===== config.mk =====
export PLATFORM = sky130hd
export DESIGN_NAME = tx_arbiter_flat
export DESIGN_NICKNAME = d
export VERILOG_FILES = /design/src/rtl/tx_arbiter_if.sv /design/src/rtl/tx_arbiter.sv /design/src/flat_wrapper.sv
export SDC_FILE = /design/constraint.sdc
export NUM_CORES = 1
export LEC_CHECK = 0
export CORE_ASPECT_RATIO = 0.7
export CORE_MARGIN = 5
export CORE_UTILIZATION = 49
export DETAILED_ROUTE_END_ITERATION = 8
export MAX_ROUTING_LAYER = met4
export PLACE_DENSITY = 0.85
export SLEW_MARGIN = 30
export SYNTH_ARGS = -nofsm -noshare
export SYNTH_HDL_FRONTEND = slang
export SYNTH_SLANG_ARGS = --single-unit

===== constraint.sdc =====
create_clock -name clk -period 2.9 [get_ports clk]
set_clock_uncertainty 0.1 [all_clocks]
set_input_delay 0.58 -clock clk [delete_from_list [all_inputs] [get_ports clk]]
set_output_delay 0.58 -clock clk [all_outputs]
set_load 0.05 [all_outputs]

===== src/rtl/tx_arbiter_if.sv =====
// rtl/tx_arbiter_if.sv - requester and transmitter signal bundle for tx_arbiter
interface tx_arbiter_if #(
  parameter int NREQ = 4,
  parameter int IDW  = 2
) ();
  logic              link_up;
  logic [NREQ-1:0]   req_valid;
  logic [NREQ*8-1:0] req_data;
  logic [NREQ-1:0]   req_ready;
  logic [7:0]        tx_data;
  logic              tx_start;
  logic              tx_busy;
  logic [IDW-1:0]    tx_owner;
  logic              tx_done;
  logic              tx_abort;

  // arbiter view
  modport master (
    input  link_up, req_valid, req_data, tx_busy,
    output req_ready, tx_data, tx_start, tx_owner, tx_done, tx_abort
  );

  // requester / transmitter view
  modport slave (
    output link_up, req_valid, req_data, tx_busy,
    input  req_ready, tx_data, tx_start, tx_owner, tx_done, tx_abort
  );
endinterface


===== src/rtl/tx_arbiter.sv =====
// rtl/tx_arbiter.sv - round-robin byte arbiter for one UART transmitter (optional TX_TAG_EN owner tag byte)
module tx_arbiter #(
  parameter int NREQ    = 4,
  parameter int IDW     = 2,
  parameter int TIMEOUT = 15
) (
  input  logic         clk,
  input  logic         rst,
  tx_arbiter_if.master bus
);

  typedef enum logic [2:0] {
    S_IDLE      = 3'd0,
`ifdef TX_TAG_EN
    S_TAG       = 3'd1,
`endif
    S_START     = 3'd2,
    S_WAIT_BUSY = 3'd3,
    S_WAIT_DONE = 3'd4
  } state_t;

  localparam logic [7:0] TO_LAST = 8'(TIMEOUT - 1);

  state_t         state_q, state_d;
  logic [7:0]     data_q, data_d;
  logic [7:0]     tx_data_q, tx_data_d;
  logic [IDW-1:0] owner_q, owner_d;
  logic [IDW-1:0] last_grant_q, last_grant_d;
  logic [7:0]     cnt_q, cnt_d;
  logic           start_q, start_d;
  logic           done_q, done_d;
  logic           abort_q, abort_d;
`ifdef TX_TAG_EN
  logic           tag_phase_q, tag_phase_d;
  logic [7:0]     tag_byte;
`endif

  logic           grant_found;
  logic [IDW-1:0] grant_idx;
  logic [IDW-1:0] scan_idx;
  logic [7:0]     grant_byte;
  logic           accept;
  logic [NREQ-1:0] ready;

  // round-robin search starting just past the last granted requester
  always_comb begin
    grant_found = 1'b0;
    grant_idx   = '0;
    scan_idx    = '0;
    for (int k = 1; k <= NREQ; k++) begin
      scan_idx = IDW'((int'(last_grant_q) + k) % NREQ);
      if (!grant_found && bus.req_valid[scan_idx]) begin
        grant_found = 1'b1;
        grant_idx   = scan_idx;
      end
    end
  end

  assign grant_byte = 8'(bus.req_data >> {grant_idx, 3'b000});
  assign accept     = (state_q == S_IDLE) && bus.link_up && grant_found;

  // only an idle arbiter with the link up offers a one-hot ready
  always_comb begin
    ready = '0;
    if (accept) ready = NREQ'(1) << grant_idx;
  end

`ifdef TX_TAG_EN
  assign tag_byte = 8'hA0 | 8'(owner_q);
`endif

  // next-state and pulse outputs; link loss overrides every other event
  always_comb begin
    state_d      = state_q;
    data_d       = data_q;
    tx_data_d    = tx_data_q;
    owner_d      = owner_q;
    last_grant_d = last_grant_q;
    cnt_d        = cnt_q;
    start_d      = 1'b0;
    done_d       = 1'b0;
    abort_d      = 1'b0;
`ifdef TX_TAG_EN
    tag_phase_d  = tag_phase_q;
`endif
    case (state_q)
      S_IDLE: begin
        if (accept) begin
          data_d       = grant_byte;
          owner_d      = grant_idx;
          last_grant_d = grant_idx;
`ifdef TX_TAG_EN
          state_d      = S_TAG;
`else
          state_d      = S_START;
`endif
        end
      end
`ifdef TX_TAG_EN
      S_TAG: begin
        if (!bus.link_up) begin
          abort_d = 1'b1;
          state_d = S_IDLE;
        end else begin
          tx_data_d   = tag_byte;
          start_d     = 1'b1;
          cnt_d       = '0;
          tag_phase_d = 1'b1;
          state_d     = S_WAIT_BUSY;
        end
      end
`endif
      S_START: begin
        if (!bus.link_up) begin
          abort_d = 1'b1;
          state_d = S_IDLE;
        end else begin
          tx_data_d   = data_q;
          start_d     = 1'b1;
          cnt_d       = '0;
`ifdef TX_TAG_EN
          tag_phase_d = 1'b0;
`endif
          state_d     = S_WAIT_BUSY;
        end
      end
      S_WAIT_BUSY: begin
        if (!bus.link_up) begin
          abort_d = 1'b1;
          state_d = S_IDLE;
        end else if (bus.tx_busy) begin
          state_d = S_WAIT_DONE;
        end else if (cnt_q == TO_LAST) begin
          abort_d = 1'b1;
          state_d = S_IDLE;
        end else begin
          cnt_d = cnt_q + 8'd1;
        end
      end
      S_WAIT_DONE: begin
        if (!bus.link_up) begin
          abort_d = 1'b1;
          state_d = S_IDLE;
        end else if (!bus.tx_busy) begin
`ifdef TX_TAG_EN
          if (tag_phase_q) begin
            state_d = S_START;
          end else begin
            done_d  = 1'b1;
            state_d = S_IDLE;
          end
`else
          done_d  = 1'b1;
          state_d = S_IDLE;
`endif
        end
      end
      default: state_d = S_IDLE;
    endcase
  end

  // state and datapath registers; rst returns all outputs to idle values
  always_ff @(posedge clk) begin
    if (rst) begin
      state_q      <= S_IDLE;
      data_q       <= 8'h00;
      tx_data_q    <= 8'h00;
      owner_q      <= '0;
      last_grant_q <= IDW'(NREQ - 1);
      cnt_q        <= 8'h00;
      start_q      <= 1'b0;
      done_q       <= 1'b0;
      abort_q      <= 1'b0;
`ifdef TX_TAG_EN
      tag_phase_q  <= 1'b0;
`endif
    end else begin
      state_q      <= state_d;
      data_q       <= data_d;
      tx_data_q    <= tx_data_d;
      owner_q      <= owner_d;
      last_grant_q <= last_grant_d;
      cnt_q        <= cnt_d;
      start_q      <= start_d;
      done_q       <= done_d;
      abort_q      <= abort_d;
`ifdef TX_TAG_EN
      tag_phase_q  <= tag_phase_d;
`endif
    end
  end

  assign bus.req_ready = ready;
  assign bus.tx_data   = tx_data_q;
  assign bus.tx_start  = start_q;
  assign bus.tx_owner  = owner_q;
  assign bus.tx_done   = done_q;
  assign bus.tx_abort  = abort_q;

endmodule

===== src/flat_wrapper.sv =====
// flat-port wrapper written by rule: the top's interface ports become plain ports
module tx_arbiter_flat 
#(
  parameter int NREQ    = 4,
  parameter int IDW     = 2,
  parameter int TIMEOUT = 15
)
  (clk, rst, bus_link_up, bus_req_valid, bus_req_data, bus_tx_busy, bus_req_ready, bus_tx_data, bus_tx_start, bus_tx_owner, bus_tx_done, bus_tx_abort);
  tx_arbiter_if #(.NREQ(NREQ), .IDW(IDW)) bus_i ();
  input  logic clk;
  input  logic rst;
  input wire logic [$bits(bus_i.link_up)-1:0] bus_link_up;
  input wire logic [$bits(bus_i.req_valid)-1:0] bus_req_valid;
  input wire logic [$bits(bus_i.req_data)-1:0] bus_req_data;
  input wire logic [$bits(bus_i.tx_busy)-1:0] bus_tx_busy;
  output wire logic [$bits(bus_i.req_ready)-1:0] bus_req_ready;
  output wire logic [$bits(bus_i.tx_data)-1:0] bus_tx_data;
  output wire logic [$bits(bus_i.tx_start)-1:0] bus_tx_start;
  output wire logic [$bits(bus_i.tx_owner)-1:0] bus_tx_owner;
  output wire logic [$bits(bus_i.tx_done)-1:0] bus_tx_done;
  output wire logic [$bits(bus_i.tx_abort)-1:0] bus_tx_abort;
  assign bus_i.link_up = bus_link_up;
  assign bus_i.req_valid = bus_req_valid;
  assign bus_i.req_data = bus_req_data;
  assign bus_i.tx_busy = bus_tx_busy;
  assign bus_req_ready = bus_i.req_ready;
  assign bus_tx_data = bus_i.tx_data;
  assign bus_tx_start = bus_i.tx_start;
  assign bus_tx_owner = bus_i.tx_owner;
  assign bus_tx_done = bus_i.tx_done;
  assign bus_tx_abort = bus_i.tx_abort;
  tx_arbiter #(.NREQ(NREQ), .IDW(IDW), .TIMEOUT(TIMEOUT)) u_core (.clk(clk), .rst(rst), .bus(bus_i));
endmodule

==> reports/metrics.csv <==
stage,metric,value,unit
yosys,flop_cell,dfxtp_1,
placed_design,dp_hpwl,3.335,mm
layout,comb_area_share,0.3937,
layout,layout_top_cell,clkdlybuf4s50_1,
yosys,ys_types,43,
sta,finalHoldViolations,0,
placed_design,placed_cell_area,2484,um2
yosys,ys_chip_area,1759,um2
layout,fin_nets,323,
hold_path,hp-start,u_core.bus.tx_data[1],
detailed_routing,drt_iter0_markers,79,
detailed_routing,routed-wl-met2,2.157,mm
detailed_routing,wire_per_inst,13.92,um
pwr,irDropWorstVdd,0.3535,mV
yosys,ys_top_cells_by_count,"nand2_1 (35), dfxtp_1 (34), nor2_1 (23)",
floorplanning,die_w,81.62,um
worst_setup_path,crit_start,bus_req_valid[0],
pwr,power.total,1180,uW
grt,use_met3,0.05422,
clock_tree,cts_setup_buffers,0,
yosys,async_reset_ff_frac,0,
layout,num_antenna_cells,0,
layout,combGateArea,1033,um2
grt,grt_pass1_wl,7.355,mm
sta,timing.fmax,358.7,MHz
sta,slew_headroom,0.6755,
yosys,postSynthCellCount,212,
yosys,synth_seq_share,0.3869,
layout,largest_cell_class,logic gates,
layout,seq_cells,34,
floorplanning,nWellTaps,50,
layout,seq_share,0.2593,
sta,timing.hold.ws,0.3602,ns
worst_setup_path,cp.arrival,2.11,ns
detailed_routing,m1WireLength,2.068,mm
yosys,synthAoiAreaFrac,0.1942,
worst_setup_path,crit_end,bus_req_ready[0],
floorplanning,fp.dieH,60.13,um
grt,busiest_layer,met2,
floorplanning,fp_util,0.5039,
yosys,ys_sh_xor,0.03485,
sta,worst_slack,0.1118,ns
layout,clockBufferCount,6,
worst_setup_path,required,2.22,ns
yosys,mux_share,0.07397,
detailed_routing,top_layer_used,met4,
sta,final-max-slew-violation-count,0,
detailed_routing,drt_pass1_iterations,4,
worst_setup_path,end_kind,output port,
placed_design,post-place-ws,-0.07611,ns
detailed_routing,postRouteAntennaNets,0,
floorplanning,core_area,3491,um2
job,drv_cap,0,
clock_tree,clock_path_buffers,2,
worst_setup_path,path_cells,clkdlybuf4s50_1 > buf_4 > nor3_1 > or3_4 > nor3_4 > buf_6 > buf_12,
floorplanning,fp-row-count,18,
pwr,p_per_area,449.4,nW/um2
sta,period_used_share,0.9615,
pwr,leakagePower,0.001004,uW
worst_setup_path,r2r-end,u_core.last_grant_q[1],
layout,lay_top_cells,"clkdlybuf4s50_1 (48), nand2_1 (35), dfxtp_1 (34)",
grt,use_met1,0.2358,
run_status,status,"complete, no violations",
layout,fin_area,2625,um2
clock_tree,cts_tree,done,
yosys,synth_flops,34,
layout,num-multi-input-gates,164,
yosys,synth_area,1759,um2
detailed_routing,vias_per_cell,5.316,
grt,gr-usage-met2,0.3283,
grt,grt_max_degree,15,
yosys,ys_cells,212,
hold_path,worst_hold_path_type,reg2reg,
floorplanning,dieArea,4908,um2
detailed_routing,drc,0,
where the power goes:
part           switching (uW)  total, uW  leakage [uW]  internal (uW)
combinational             144        303      0.000680            158
sequential               17.2        506      0.000277            489
clock                     180        371     0.0000472            191
sequential cells by signal, indices dropped and copies added (netlist names):
| register | flops |
|---|---|
| u_core.bus.tx_abort | 1 |
| u_core.bus.tx_data | 8 |
| u_core.bus.tx_done | 1 |
| u_core.bus.tx_owner | 2 |
| u_core.bus.tx_start | 1 |
| u_core.cnt_q | 8 |
| u_core.data_q | 8 |
| u_core.last_grant_q | 2 |
| u_core.state_q | 3 |
worst register-to-register path: cells and delay by family, from the launching register on:
kind / cells / cell delay, ns
DFF: 1 / 0.42
and+or+nand+nor: 2 / 0.87
buffers and inverters: 1 / 0.20
AOI/OAI and AO/OA: 1 / 0.30
**I/O nets highlighted**

Scale: 6 px per um.
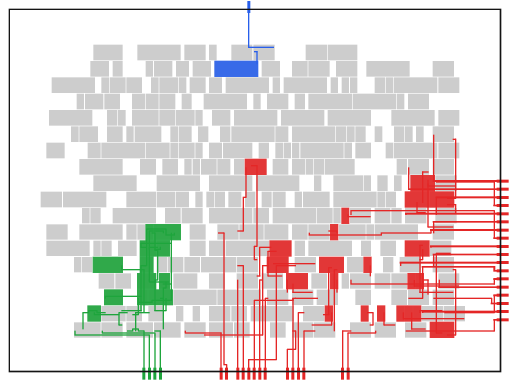
blue -> `bus_tx_done`  # bits 1, direction output, edge top, end cells 1, buffers 1, wire 12.6 um
red -> `bus_req_data`  # bits 32, direction input, edge 18 right, 14 bottom, end cells 22, buffers 32, wire 748 um
green -> `bus_req_valid`  # bits 4, direction input, edge bottom, end cells 12, buffers 7, wire 186 um
PortBufs: 56
I/O pins: 57

**Clock routing**

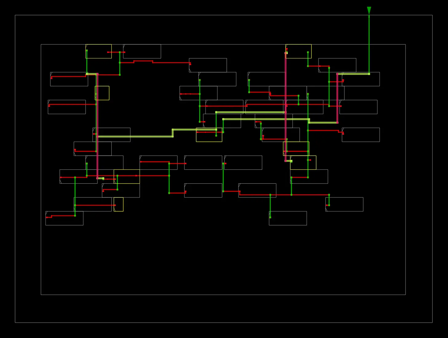
Clock group: 371 uW
Sink Count: 34

Power figures rest on the tool's default switching activity, not on a simulated workload.
